## src/rtl/jtag_irx.sv

```systemverilog
`default_nettype none
// ============================================================================
// Module   : jtag_irx
// Purpose  : Parametrised JTAG instruction register. It captures the 1149.1
//            "..01" pattern together with caller status bits, shifts the
//            instruction LSB-first, and latches it on Update-IR. An
//            unimplemented opcode is replaced by BYPASS and raises a sticky
//            INVALID flag. A registered one-hot decode and an update strobe
//            feed the data-register muxing downstream of the TAP controller.
// Params   : IR_WIDTH    - instruction length (2..8)
//            RESET_INSTR - instruction loaded by TRST_N / TLR (must be
//                          implemented)
//            VALID_MASK  - bit i set => opcode i implemented (all-ones set)
// Ports    : TCK           in  TAP clock
//            TRST_N        in  asynchronous active-low reset
//            TDI           in  serial data in
//            TLR           in  Test-Logic-Reset state
//            CAPTUREIR     in  Capture-IR state
//            SHIFTIR       in  Shift-IR state
//            UPDATEIR      in  Update-IR state
//            STATUS        in  capture status (bits [1:0] ignored)
//            INSTR_TDO     out serial out, changes on negedge TCK
//            LATCH_JTAG_IR out active instruction
//            DECODE        out one-hot of LATCH_JTAG_IR, registered
//            UPDATE_STB    out one-TCK pulse after each Update-IR load
//            INVALID       out sticky unimplemented-opcode flag
// Revision : 1.0 - initial release
// ============================================================================
module jtag_irx #(
  parameter int unsigned                     IR_WIDTH    = 4,
  parameter logic [IR_WIDTH-1:0]             RESET_INSTR = IR_WIDTH'('h7),
  parameter logic [(1 << IR_WIDTH)-1:0]      VALID_MASK  = (1 << IR_WIDTH)'('h80C3)
) (
  input  logic                         TCK,
  input  logic                         TRST_N,
  input  logic                         TDI,
  input  logic                         TLR,
  input  logic                         CAPTUREIR,
  input  logic                         SHIFTIR,
  input  logic                         UPDATEIR,
  input  logic [IR_WIDTH-1:0]          STATUS,
  output logic                         INSTR_TDO,
  output logic [IR_WIDTH-1:0]          LATCH_JTAG_IR,
  output logic [(1 << IR_WIDTH)-1:0]   DECODE,
  output logic                         UPDATE_STB,
  output logic                         INVALID
);

  localparam int unsigned        DEC_W     = 1 << IR_WIDTH;
  localparam logic [IR_WIDTH-1:0] C_SR_RST = IR_WIDTH'(1);
  localparam logic [IR_WIDTH-1:0] C_LOW2   = IR_WIDTH'(3);

  logic [IR_WIDTH-1:0] sr_q, sr_d;
  logic                tdo_q;
  logic [IR_WIDTH-1:0] latch_q, latch_d;
  logic [DEC_W-1:0]    dec_q, dec_d;
  logic                stb_q, stb_d;
  logic                inv_q, inv_d;
  logic [IR_WIDTH-1:0] w_cap_val;

  // Status bits above the fixed "01" pattern; masking (rather than slicing)
  // keeps the expression legal for IR_WIDTH = 2, where it collapses to 2'b01.
  assign w_cap_val = (STATUS & ~C_LOW2) | C_SR_RST;

  // --------------------------------------------------------------------------
  // Shift register: capture has priority over shift.
  // --------------------------------------------------------------------------
  always_comb begin
    sr_d = sr_q;
    if (CAPTUREIR) begin
      sr_d = w_cap_val;
    end else if (SHIFTIR) begin
      sr_d = {TDI, sr_q[IR_WIDTH-1:1]};
    end
  end

  always_ff @(posedge TCK or negedge TRST_N) begin
    if (!TRST_N) begin
      sr_q <= C_SR_RST;
    end else begin
      sr_q <= sr_d;
    end
  end

  // TDO is launched on the falling edge so it is stable for the next rising
  // edge at the receiving device.
  always_ff @(negedge TCK or negedge TRST_N) begin
    if (!TRST_N) begin
      tdo_q <= 1'b0;
    end else begin
      tdo_q <= sr_q[0];
    end
  end

  // --------------------------------------------------------------------------
  // Latch path: TLR has priority over UPDATEIR. The update uses the shift
  // register contents present before this edge.
  // --------------------------------------------------------------------------
  always_comb begin
    latch_d = latch_q;
    inv_d   = inv_q;
    stb_d   = UPDATEIR & ~TLR;
    if (TLR) begin
      latch_d = RESET_INSTR;
      inv_d   = 1'b0;
    end else if (UPDATEIR) begin
      if (VALID_MASK[sr_q]) begin
        latch_d = sr_q;
      end else begin
        latch_d = '1;
        inv_d   = 1'b1;
      end
    end
    dec_d = DEC_W'(1) << latch_d;
  end

  always_ff @(posedge TCK or negedge TRST_N) begin
    if (!TRST_N) begin
      latch_q <= RESET_INSTR;
      dec_q   <= DEC_W'(1) << RESET_INSTR;
      stb_q   <= 1'b0;
      inv_q   <= 1'b0;
    end else begin
      latch_q <= latch_d;
      dec_q   <= dec_d;
      stb_q   <= stb_d;
      inv_q   <= inv_d;
    end
  end

  assign INSTR_TDO     = tdo_q;
  assign LATCH_JTAG_IR = latch_q;
  assign DECODE        = dec_q;
  assign UPDATE_STB    = stb_q;
  assign INVALID       = inv_q;

endmodule
`default_nettype wire

```

## config.mk

```make
export PLATFORM = sky130hd
export DESIGN_NAME = jtag_irx
export DESIGN_NICKNAME = d
export VERILOG_FILES = /design/src/rtl/jtag_irx.sv
export SDC_FILE = /design/constraint.sdc
export NUM_CORES = 1
export LEC_CHECK = 0
export ABC_CLOCK_PERIOD_IN_PS = 2700
export CAP_MARGIN = 20
export CORE_ASPECT_RATIO = 0.8
export CORE_MARGIN = 10
export CORE_UTILIZATION = 47
export DETAILED_ROUTE_END_ITERATION = 10
export HOLD_SLACK_MARGIN = 0.02
export PLACE_DENSITY = 0.93
export SYNTH_ARGS = -nofsm -noshare
export SYNTH_HDL_FRONTEND = slang
export SYNTH_SLANG_ARGS = --single-unit
```

## constraint.sdc

```tcl
create_clock -name TCK -period 2.7 [get_ports TCK]
set_clock_uncertainty 0.05 [all_clocks]
set_input_delay 0.27 -clock TCK [delete_from_list [all_inputs] [get_ports TCK]]
set_output_delay 0.27 -clock TCK [all_outputs]
set_load 0.01 [all_outputs]
```

Fig. 1: run 1, metal 1
(4 px per µm)
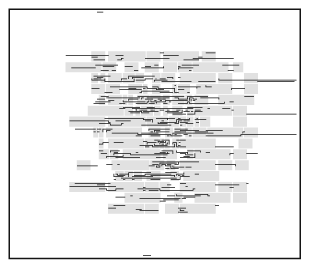
The layer carries 917 µm of wire. The wires run mostly horizontal. 111 nets have wire on it. The longest straight run is 19.3 µm. The layer holds 39% of the routed length.
detailed-route wire length: 2344 µm
global-route track usage on met1: 11.95%
total via count after detailed routing: 768

Fig. 2: run 1, the metal 2 layer
(6 px per µm)
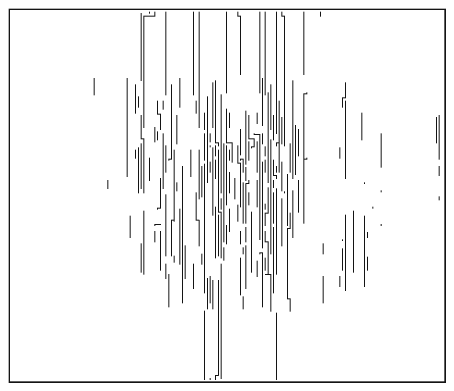
The wires run mostly vertical. The layer holds 50% of the routed length. The longest straight run is 22.8 µm. The layer carries 1180 µm of wire.
M2 GR Usage: 19.18%

==> out/writeup.txt, run 1 <==
In this run the tightest slew margin relative to its limit is 53.66%. In the final routing, the length of wire on met1 measures 916 µm. The maximum clock path buffer count is 2, and the initial DRC count is 36.

Fill cells in the final layout number 145. In the detailed route, the total length drawn on met3 is 207 µm. Peak fanout along the critical path: 1. With the arrival time at the worst endpoint at 2.34 ns, the xor and xnor area share after synthesis is 0.8485%.

The power density of the placed cells was 514.3 mW/mm²; the final core utilization was 65.43%. With the adder and majority gate portion of the synthesized area at 0%, the clock-pin slew reported for the worst setup and hold paths after clock tree synthesis is 0.13 ns. For the worst reg-to-reg path, the endpoint reported by OpenROAD is INSTR_TDO. For the final non-filler cell total, the log shows 140.

The die area is 0.004482 mm². The number of cells reported by Yosys stat comes to 83. The tools report the sequential power share as 62.0%. STA lists the startpoint of the worst register-to-register path as sr_q[0]. Count of inserted antenna diode cells: 0. The synthesized design contains 0 enable-type register cells.

The power in combinational cells was 108 µW; the half-perimeter wire length after placement was 1812 µm. With the combinational cell fraction of total power at 15.2%, the fraction of power spent switching nets is 24.64%. The buffer_ports step reported a buffer count of 31. Synthesis inferred 27 register bits. Per the detail_route report, vias per standard cell equal 5.486. For reference, the most critical setup path is categorized as flip-flop to output pin. Looking at the max-slew report, the worst-margin pin has a slew of 0.6937 ns. The largest family of logic cells by area was simple AND/OR/NAND/NOR gates. Across every metal layer, demand over resource in global routing totals 11.16%.

The area of placed instances was 0.001363 mm². The critical path goes through dlygate4sd2_1. The final power report lists total power as 713.7 µW. The run finished with clean final reports.

The run gives 789 as the via count of the first global-routing pass. The run gives 136 as the placed instance count. The library cells used most frequently in the layout, excluding fill and tap cells, are sky130_fd_sc_hd__clkdlybuf4s50_1, sky130_fd_sc_hd__dfrtp_1, sky130_fd_sc_hd__nor3_1. Across all hold checks on the routed design, the worst slack comes to 0.2976 ns. The core region is 0.002121 mm². The number of setup violations in the final report is 0. The path class of the lowest-slack min-delay path is primary input to asynchronous set/reset pin.

The most frequently placed logic cell in the final layout was sky130_fd_sc_hd__clkdlybuf4s50_1. The run gives 1 as the level count of the clock H-tree. The TritonCTS sink count is 27. Yosys reports a chip area of 0.001032 mm². TritonCTS built the clock tree. The delay of the slowest critical-path stage works out to 0.41 ns. Clock tree root buffer cell: sky130_fd_sc_hd__clkbuf_4. The leakage dissipation was 0.0006015 µW; the length in cells of the worst reg-to-reg path was 0.

Setup slack on the critical path of the routed design comes to 0.04279 ns. Signal nets in the final route climb as high as met4. The element type at the critical path start was a flip-flop. The run gives 0 as the count of synthesis-stage warnings from yosys.

Predominant post-synthesis flop cell: sky130_fd_sc_hd__dfrtp_1. The pin count of the biggest net entering global routing is 27. The cell family contributing the most delay on the critical path is flip-flops. Of the synthesized area, sequential elements account for 66.06%. Compared with the post-synthesis result, the final layout area differs by 34.42%. The fraction of layout cells with a size suffix above 1 works out to 13.91%. For the hold buffer count at CTS, the log shows 0. The total DRC errors in the routed layout is 0.

The tools report the final-stage net count as 127. The total standard cell area after synthesis was 0.001032 mm²; the length of routed met2 wiring was 1179 µm. Later-pin clock latency in the skew report: 0.31 ns.
Fig. 3: run 1, signal wires on met3
(4 px per µm)
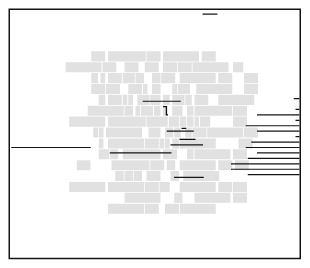
22 nets have wire on it. The layer carries 207 µm of wire. The wires run mostly horizontal. The longest straight run is 19.6 µm. The layer holds 8.9% of the routed length.
met3 Use GR: 4.286%

-- run 1: repair_timing --
item                                    4_1_cts  5_1_grt
endpoints found under the setup margin        1        0
resized                                       1        0
hold endpoints to repair                      0        0
-- run 1: sequential cells by signal, summed over array words and instances, names as in the netlist --
register	cells
UPDATE_STB	1
LATCH_JTAG_IR	4
INVALID	1
INSTR_TDO	1
sr_q	4
DECODE	16
-- run 1: layout make-up --
class	count	area (µm²)	area share (%)
Clock buffer	4	26.28	1.894
Sequential cell	27	681.9	49.14
Timing Repair Buffer	32	316.6	22.81
Multi-Input combinational cell	47	312.8	22.54
Tap cell	25	31.28	2.254
Inverter	5	18.77	1.353
-- run 1: layer usage --
metal,vias up,global-route usage (%)
met5,-,0
met4,0,5.676
met3,2,4.286
met2,31,19.18
met1,373,11.95
li1,362,-
Fig. 4: run 1, track usage over the die
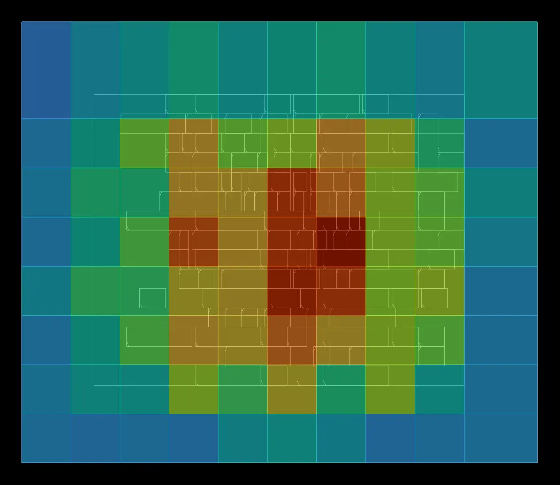

==> run 2: changes to the inputs <==
--- a/config.mk
+++ b/config.mk
@@ -11,8 +11,8 @@
 export CORE_MARGIN = 10
 export CORE_UTILIZATION = 47
 export DETAILED_ROUTE_END_ITERATION = 10
-export HOLD_SLACK_MARGIN = 0.02
-export PLACE_DENSITY = 0.93
+export HOLD_SLACK_MARGIN = 0.12
+export PLACE_DENSITY = 0.91
 export SYNTH_ARGS = -nofsm -noshare
 export SYNTH_HDL_FRONTEND = slang
 export SYNTH_SLANG_ARGS = --single-unit
Fig. 5: run 2, track usage over the die
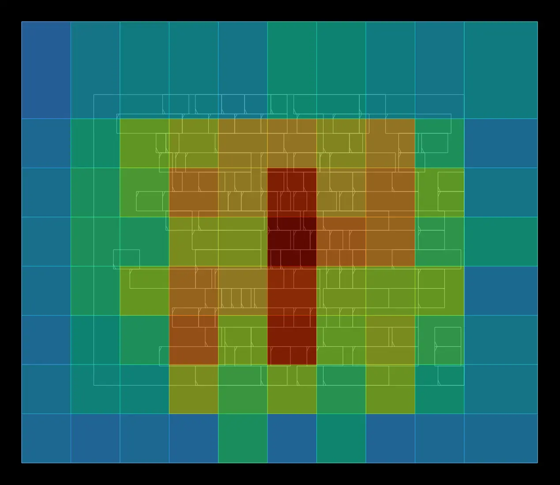
total track usage: 11.06%
met3 Use GR: 3.492%
M2 GR Usage: 19.80%

==> run 2 against run 1 <==
Against the previous run: clock-buffer cell count fell by 1; wire length increased by 2.1%; final cell count did not move; setup slack gained 0.11 ns.
==> out/writeup.txt, run 2 <==
The flow ran to the end, and the final reports show no timing, DRC or antenna violations. The mux cell area share after synthesis was 2.909% (unchanged); the number of antenna violations at the first check in global routing was 0 (unchanged). With the compound-cell area share of the yosys netlist at 8.242% (unchanged), the number of setup violations in the final report is 0 (unchanged). For the residual overflow from global routing, the log shows 0 (unchanged). The tools report the total nets after synthesis as 94 (unchanged). The TritonCTS sink count came out at 27 (unchanged).

Area growth from synthesis to final layout: 34.18% (was 34.42%). The delay of the slowest critical-path stage is 0.42 ns (was 0.41 ns), and the die extent in x is 72.40 µm (unchanged). The run gives 786 (was 768) for the routed via count.

The kind of cell with the highest combined delay on the critical path was flip-flops (unchanged). The run gives 27 (unchanged) as the pin count of the biggest net entering global routing. The count of input and output buffers is 31 (unchanged). The run gives 108 µW (about the same) as the power in combinational cells. The worst reg2reg path startpoint is sr_q[0] (unchanged). Startpoint of the most critical setup path: INSTR_TDO (unchanged). With the count of inserted antenna diode cells at 0 (unchanged), the level count of the clock H-tree is 1 (unchanged).

The peak fanout along the critical path was 1 (unchanged). The fraction of power spent switching nets was 26.16% (was 24.64%); the headroom to the max-slew limit was 56.36% (was 53.66%). The tools report the total cells reported by yosys after synthesis as 83 (unchanged). With the tally of OpenROAD warnings at 28 (unchanged), the share of synthesized cell area in and, or, nand and nor gates is 18.30% (unchanged).

Most frequent cells after synthesis: sky130_fd_sc_hd__dfrtp_1, sky130_fd_sc_hd__nor3_1, sky130_fd_sc_hd__nor4_1 (unchanged). The tools report the endpoint of the most critical setup path as INSTR_TDO (unchanged). The total of fill cells in the finished design is 163 (was 145). For the sum of routed wire segments on met1, the log shows 919 µm (was 916 µm). Most common logic cells in the final layout: sky130_fd_sc_hd__clkdlybuf4s50_1, sky130_fd_sc_hd__dfrtp_1, sky130_fd_sc_hd__nor3_1 (unchanged).

TritonCTS built the clock tree. With the number of enable flip-flop cells at 0 (unchanged), the met3 wire length is 190 µm (was 207 µm). The xor and xnor area share after synthesis is 0.8485% (unchanged), and the count of synthesis-stage warnings from yosys is 0 (unchanged).

The leakage dissipation is 0.0006041 µW (was 0.0006015 µW), and the core outline area is 0.002121 mm² (unchanged). The fraction of layout cells with a size suffix above 1 was 15.65% (was 13.91%); the hold buffer count at CTS was 0 (unchanged). The predominant post-synthesis flop cell was sky130_fd_sc_hd__dfrtp_1 (unchanged).

The library cell with the largest summed area after synthesis is sky130_fd_sc_hd__dfrtp_1 (unchanged). The initial DRC count came out at 42 (was 36). The number of flip-flops under the largest register name works out to 16 (unchanged).

The largest family of logic cells by area was simple AND/OR/NAND/NOR gates (unchanged). The run gives 0.001032 mm² (unchanged) for the total standard cell area after synthesis. The tools report the element type at the critical path start as a flip-flop (unchanged). The capturing element type of the critical path was an output pin (unchanged). The first-pass GRT wire length was 3884 µm (was 3912 µm); the power density of the placed cells was 523.6 mW/mm² (was 514.3 mW/mm²). For the total negative slack for setup checks, the log shows 0 ns (unchanged).

The length in cells of the worst reg-to-reg path works out to 0 (unchanged). The run gives 3 (unchanged) as the total CTS buffers. Path class of the lowest-slack min-delay path: primary input to asynchronous set/reset pin (unchanged). The number of storage elements in the synthesis netlist came out at 27 (unchanged). The run gives 127 (unchanged) as the final-stage net count. With the placement row count at 15 (unchanged), the sequential share of the synthesized area is 66.06% (unchanged). Clock-pin slew reported for the worst setup and hold paths after clock tree synthesis: 0.14 ns (was 0.13 ns). The tools report the length of routed met2 wiring as 1230 µm (was 1179 µm).

Type of the worst setup path: flip-flop to output pin (unchanged). The run gives 5.614 (was 5.486) for the via density per instance. The logs give 0 (unchanged) for the max-cap violation count and 2393 µm (was 2344 µm) for the routed wire length. The half-perimeter wire length after placement came out at 1819 µm (was 1812 µm). The logs give 2.23 ns (was 2.34 ns) for the arrival time at the worst endpoint and 61.2% (was 62.0%) for the sequential power share. The worst-path cell with the longest stage delay was sky130_fd_sc_hd__dfrtn_1 (unchanged). The die area was 0.004482 mm² (unchanged).

The later-pin clock latency in the skew report came out at 0.33 ns (was 0.31 ns). Total DRC errors in the routed layout: 0 (unchanged). The uppermost signal routing layer after detailed routing was met4 (unchanged). With the number of buffers inserted by post-CTS setup repair at 0 (unchanged), the share of the synthesized area in the top cell type is 50.91% (unchanged). The area figure in the yosys stat output is 0.001032 mm² (unchanged). The tools report the global-route track usage on met1 as 11.78% (was 11.95%). Setup repair after global routing left no endpoint under its margin. The routing layer with the top usage in global route was met2 (unchanged). Count of instances resized after the clock tree is built: 2 (was 1).

Cell breakdown of the critical path: clkbuf_2 (was dlygate4sd2_1). The actual slew at the worst max-slew pin works out to 0.6532 ns (was 0.6937 ns). With the worst voltage drop across the vdd grid at 0.2939 mV (was 0.3503 mV), the wire length per cell is 17.09 µm (was 16.74 µm). The combinational cell fraction of total power was 14.9% (was 15.2%). For the hold violation count in the final report, the log shows 0 (unchanged). The most frequently placed logic cell in the final layout is sky130_fd_sc_hd__clkdlybuf4s50_1 (unchanged). Routability congestion estimate from global placement: 0.8716 (was 0.8768). The clock tree root buffer cell is sky130_fd_sc_hd__clkbuf_4 (unchanged). The tools report the worst path setup slack after routing as 0.1513 ns (was 0.04279 ns). The via count of the first global-routing pass is 816 (was 789).

The tools report the minimum hold slack as 0.2915 ns (was 0.2976 ns). The endpoint of the worst register-to-register path is INSTR_TDO (unchanged). Adder and majority gate portion of the synthesized area: 0% (unchanged). The run gives 2 (unchanged) for the maximum clock path buffer count.
-- run 2: logic make-up after synthesis --
group	after synthesis
compound gates	11
xor+xnor	1
buf+inv	9
flops	27
mux	3
simple gates	32
-- run 2: per-stage QoR --
step	power (µW)	area (µm²)	std cells	util, %
detailed placement	561.4	1363	136	64.25
finish	725.3	1385	140	65.31
global placement	554.7	1363	136	64.25
CTS	731.0	1390	140	65.55
global route	757.7	1385	140	65.31
floorplan	499.6	1032	83	-
-- run 2: final cells by class --
class / instances / area [µm²] / share of cell area, %
Timing Repair Buffer: 32 / 312.8 / 22.58
Inverter: 5 / 18.77 / 1.355
Multi-Input combinational cell: 47 / 312.8 / 22.58
Tap cell: 25 / 31.28 / 2.258
Sequential cell: 27 / 681.9 / 49.23
Clock inverter: 1 / 5.005 / 0.3613
Clock buffer: 3 / 22.52 / 1.626
Fig. 6: run 2, the metal 2 layer
(6 px per µm)
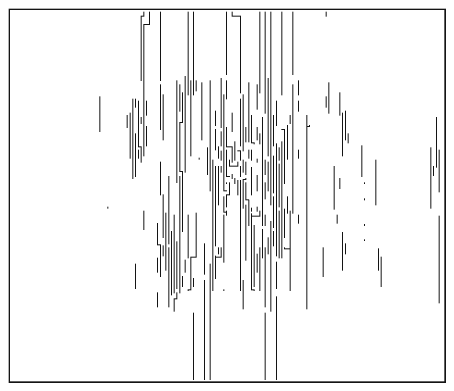

==> run 3: changes to the inputs <==
--- a/config.mk
+++ b/config.mk
@@ -5,7 +5,7 @@
 export SDC_FILE = /design/constraint.sdc
 export NUM_CORES = 1
 export LEC_CHECK = 0
-export ABC_CLOCK_PERIOD_IN_PS = 2700
+export ABC_CLOCK_PERIOD_IN_PS = 3100
 export CAP_MARGIN = 20
 export CORE_ASPECT_RATIO = 0.8
 export CORE_MARGIN = 10
==> constraint.sdc (replaced) <==
create_clock -name TCK -period 3.1 [get_ports TCK]
set_clock_uncertainty 0.05 [all_clocks]
set_input_delay 0.31 -clock TCK [delete_from_list [all_inputs] [get_ports TCK]]
set_output_delay 0.31 -clock TCK [all_outputs]
set_load 0.01 [all_outputs]
Fig. 7: run 3, the metal 2 layer
(6 px per µm)
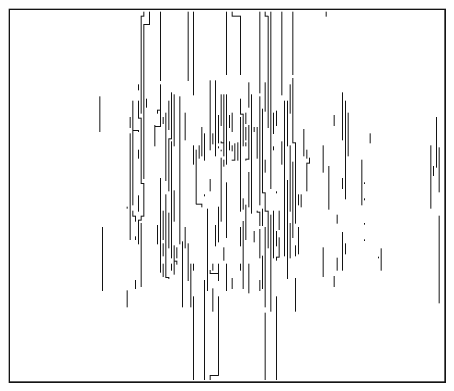
The layer holds 51% of the routed length. The layer carries 1190 µm of wire. 106 nets have wire on it.
M2 GR Usage: 17.81%
detailed-route wire length: 2340 µm
total via count after detailed routing: 771

==> run 3 against run 2 <==
Against the previous run: cell area up 0.18%; largest power group unchanged; utilization up 0.12 points; synthesized area unchanged; critical path depth unchanged; sequential cell count unchanged; sequential share of layout area down 0.089 points; combinational power down about 10%; setup slack better by 0.020 ns; die area unchanged; wire length down 2.2%; synthesized cell count unchanged.
==> out/writeup.txt, run 3 <==
The share of the synthesized area in the top cell type was 50.91% (unchanged); the length in cells of the worst reg-to-reg path was 0 (unchanged). Worst voltage drop across the vdd grid: 0.4136 mV (was 0.2939 mV). The level count of the clock H-tree is 1 (unchanged).

Path class of the lowest-slack min-delay path: primary input to asynchronous set/reset pin (unchanged). The adder and majority gate portion of the synthesized area came out at 0% (unchanged). The run gives 66.06% (unchanged) as the sequential share of the synthesized area.

The global routing met3 resource utilization is 4.444% (was 3.492%), and the detailed-router iteration count before antenna repair is 4 (unchanged). The fraction of layout cells with a size suffix above 1 works out to 13.91% (was 15.65%). With the power in combinational cells at 93.9 µW (was 108 µW), the compound-cell area share of the yosys netlist is 8.242% (unchanged). The run gives 0.001032 mm² (unchanged) for the total standard cell area after synthesis.

With the headroom to the max-slew limit at 56.48% (was 56.36%), the post-synthesis cell type count is 30 (unchanged). Minimum hold slack: 0.3548 ns (was 0.2915 ns). Dominant cell by count in the synthesized netlist: sky130_fd_sc_hd__dfrtp_1 (unchanged). The routing layer with the top usage in global route is met2 (unchanged).

The run gives 2 (unchanged) as the maximum clock path buffer count. Total cells reported by yosys after synthesis: 83 (unchanged). The wire length per cell is 16.71 µm (was 17.09 µm), and the area figure in the yosys stat output is 0.001032 mm² (unchanged). Element type at the critical path start: a flip-flop (unchanged).

With the via count of the first global-routing pass at 741 (was 816), the area growth from synthesis to final layout is 34.42% (was 34.18%). With the power density of the placed cells at 448.3 mW/mm² (was 523.6 mW/mm²), the net switching power of the design is 153.7 µW (was 189.7 µW). Predominant post-synthesis flop cell: sky130_fd_sc_hd__dfrtp_1 (unchanged). Leading cell types by total area after synthesis: sky130_fd_sc_hd__dfrtp_1, sky130_fd_sc_hd__dfstp_2, sky130_fd_sc_hd__nor4_1, sky130_fd_sc_hd__nor3_1, sky130_fd_sc_hd__mux2i_1 (unchanged). The run gives 0 (unchanged) as the residual overflow from global routing. The tools report the worst reg2reg path startpoint as sr_q[0] (unchanged).

With the total negative slack for setup checks at 0 ns (unchanged), the clock-pin slew reported for the worst setup and hold paths after clock tree synthesis is 0.13 ns (was 0.14 ns). The run gives 27 (unchanged) for the pin count of the biggest net entering global routing. The setup slack at placement came out at 0.2288 ns (was 0.06930 ns). With the number of setup violations in the final report at 0 (unchanged), the number of cells on the critical path is 1 (unchanged). The run gives 168 (was 163) as the total of fill cells in the finished design.

Number of antenna violations at the first check in global routing: 0 (unchanged). The fraction of power spent switching nets came out at 24.70% (was 26.16%). The later-pin clock latency in the skew report came out at 0.31 ns (was 0.33 ns). The run gives 0.001363 mm² (unchanged) as the area of placed instances. For the count of inserted antenna diode cells, the log shows 0 (unchanged).

The run gives 5.507 (was 5.614) for the via density per instance. Clock tree root buffer cell: sky130_fd_sc_hd__clkbuf_4 (unchanged). The endpoint of the worst register-to-register path was INSTR_TDO (unchanged).

The delay of the slowest critical-path stage works out to 0.43 ns (was 0.42 ns). The internal power consumption was 468.4 µW (was 535.5 µW). The run gives 65.43% (was 65.31%) for the final core utilization.

The peak fanout along the critical path was 1 (unchanged). The library cell with the largest summed area after synthesis is sky130_fd_sc_hd__dfrtp_1 (unchanged). The total nets after synthesis is 94 (unchanged).

The largest family of logic cells by area was simple AND/OR/NAND/NOR gates (unchanged). The run gives 2.74 ns (was 2.38 ns) for the required time of the worst setup path. The run gives 15 (unchanged) as the placement row count.

The run gives 140 (unchanged) for the final non-filler cell total. The run gives 1748 µm (was 1819 µm) for the half-perimeter wire length after placement. The tools report the combinational cell fraction of total power as 15.1% (was 14.9%). The number of storage elements in the synthesis netlist is 27 (unchanged).

For the total DRC errors in the routed layout, the log shows 0 (unchanged). The endpoint of the most critical setup path was INSTR_TDO (unchanged). The sequential power share was 62.2% (was 61.2%); the max-cap violation count was 0 (unchanged). The sum of routed wire segments on met1 was 906 µm (was 919 µm); the vertical die dimension was 61.92 µm (unchanged). The tools report the total CTS buffers as 3 (unchanged). The count of instances resized after the clock tree is built is 1 (was 2).

Placed instance count: 136 (unchanged). Share of synthesized cell area in and, or, nand and nor gates: 18.30% (unchanged). The total buffers and inverters traversed by the critical path came out at 1 (unchanged). With the final instance area at 0.001388 mm² (was 0.001385 mm²), the number of slew-limit violations in the final report is 0 (unchanged). The run gives 622.1 µW (was 725.3 µW) as the post-route total power. The run finished with clean final reports.

The antenna violation net count after detailed routing came out at 0 (unchanged). The die extent in x was 72.40 µm (unchanged). Average cell area after synthesis: 12.44 µm² (unchanged). The post-synthesis cell count was 83 (unchanged). Setup repair after global routing left no endpoint under its margin. The sequential power was 387 µW (was 444 µW).

The uppermost signal routing layer after detailed routing was met4 (unchanged). With the first-pass GRT wire length at 3663 µm (was 3884 µm), the number of flip-flops under the largest register name is 16 (unchanged). The run gives 127 (unchanged) as the final-stage net count. The hold buffer count at CTS is 0 (unchanged).

The fraction of synthesis flops using an asynchronous set or reset pin is 100.0% (unchanged). Type of the worst setup path: flip-flop to output pin (unchanged). Count of synthesis-stage warnings from yosys: 0 (unchanged). The hold violation count in the final report was 0 (unchanged); the count of input and output buffers was 31 (unchanged).

TritonCTS built the clock tree. Part of the total power dissipated in the clock network: 22.8% (was 23.9%). The routability congestion estimate from global placement was 0.8890 (was 0.8716). Cell breakdown of the critical path: dlygate4sd2_1 (was clkbuf_2). The number of enable flip-flop cells was 0 (unchanged); the actual slew at the worst max-slew pin was 0.6515 ns (was 0.6532 ns). The kind of cell with the highest combined delay on the critical path was flip-flops (unchanged). The logs give 27 (unchanged) for the TritonCTS sink count and 2.57 ns (was 2.23 ns) for the arrival time at the worst endpoint. The run gives 10.37% (was 11.06%) as the aggregate global-route resource usage.

The initial DRC count was 35 (was 42). The met3 wire length was 187 µm (was 190 µm); the worst path setup slack after routing was 0.1708 ns (was 0.1513 ns). The group drawing the most power is sequential cells (unchanged). The xor and xnor area share after synthesis was 0.8485% (unchanged). The length of routed met2 wiring is 1194 µm (was 1230 µm), and the leakage dissipation is 0.0006015 µW (was 0.0006041 µW). The run gives 0.002121 mm² (unchanged) as the core outline area. Clock network power: 142 µW (was 173 µW). Worst-path cell with the longest stage delay: sky130_fd_sc_hd__dfrtn_1 (unchanged).

The number of buffers inserted by post-CTS setup repair was 0 (unchanged); the die area was 0.004482 mm² (unchanged). Slack of the worst reg-to-reg path: 0.94 ns (was 0.74 ns). Most frequent cells after synthesis: sky130_fd_sc_hd__dfrtp_1, sky130_fd_sc_hd__nor3_1, sky130_fd_sc_hd__nor4_1 (unchanged). Startpoint of the most critical setup path: INSTR_TDO (unchanged).

The effective utilization at floorplan came out at 48.67% (unchanged). I/O pin count: 34 (unchanged). The mux cell area share after synthesis came out at 2.909% (unchanged). The capturing element type of the critical path is an output pin (unchanged).

The run gives 28 (unchanged) for the tally of OpenROAD warnings. The most frequently placed logic cell in the final layout was sky130_fd_sc_hd__clkdlybuf4s50_1 (unchanged). Most common logic cells in the final layout: sky130_fd_sc_hd__clkdlybuf4s50_1, sky130_fd_sc_hd__dfrtp_1, sky130_fd_sc_hd__nor3_1 (unchanged). The run gives 11.18% (was 11.78%) as the global-route track usage on met1.
[run 3: cell types whose count changed in the layout (fill, tap and decap cells not counted)]
cell,before,now
sky130_fd_sc_hd__dlygate4sd2_1,0,1
sky130_fd_sc_hd__clkbuf_2,1,0
sky130_fd_sc_hd__clkbuf_1,0,1
sky130_fd_sc_hd__clkinv_2,1,0
[run 3: area by class of cell]
type                            instances  area, µm²  share of cell area [%]
Sequential cell                        27      681.9                   49.14
Timing Repair Buffer                   32      316.6                   22.81
Multi-Input combinational cell         47      312.8                   22.54
Clock buffer                            4      26.28                   1.894
Tap cell                               25      31.28                   2.254
Inverter                                5      18.77                   1.353
[run 3: cell families after synthesis]
logic type                Yosys count
AOI/OAI and AO/OA                  11
xor gates and xnor gates            1
buffers and inverters               9
DFF                                27
muxes                               3
and+or+nand+nor                    32
Power is estimated from default activity; no workload was simulated.
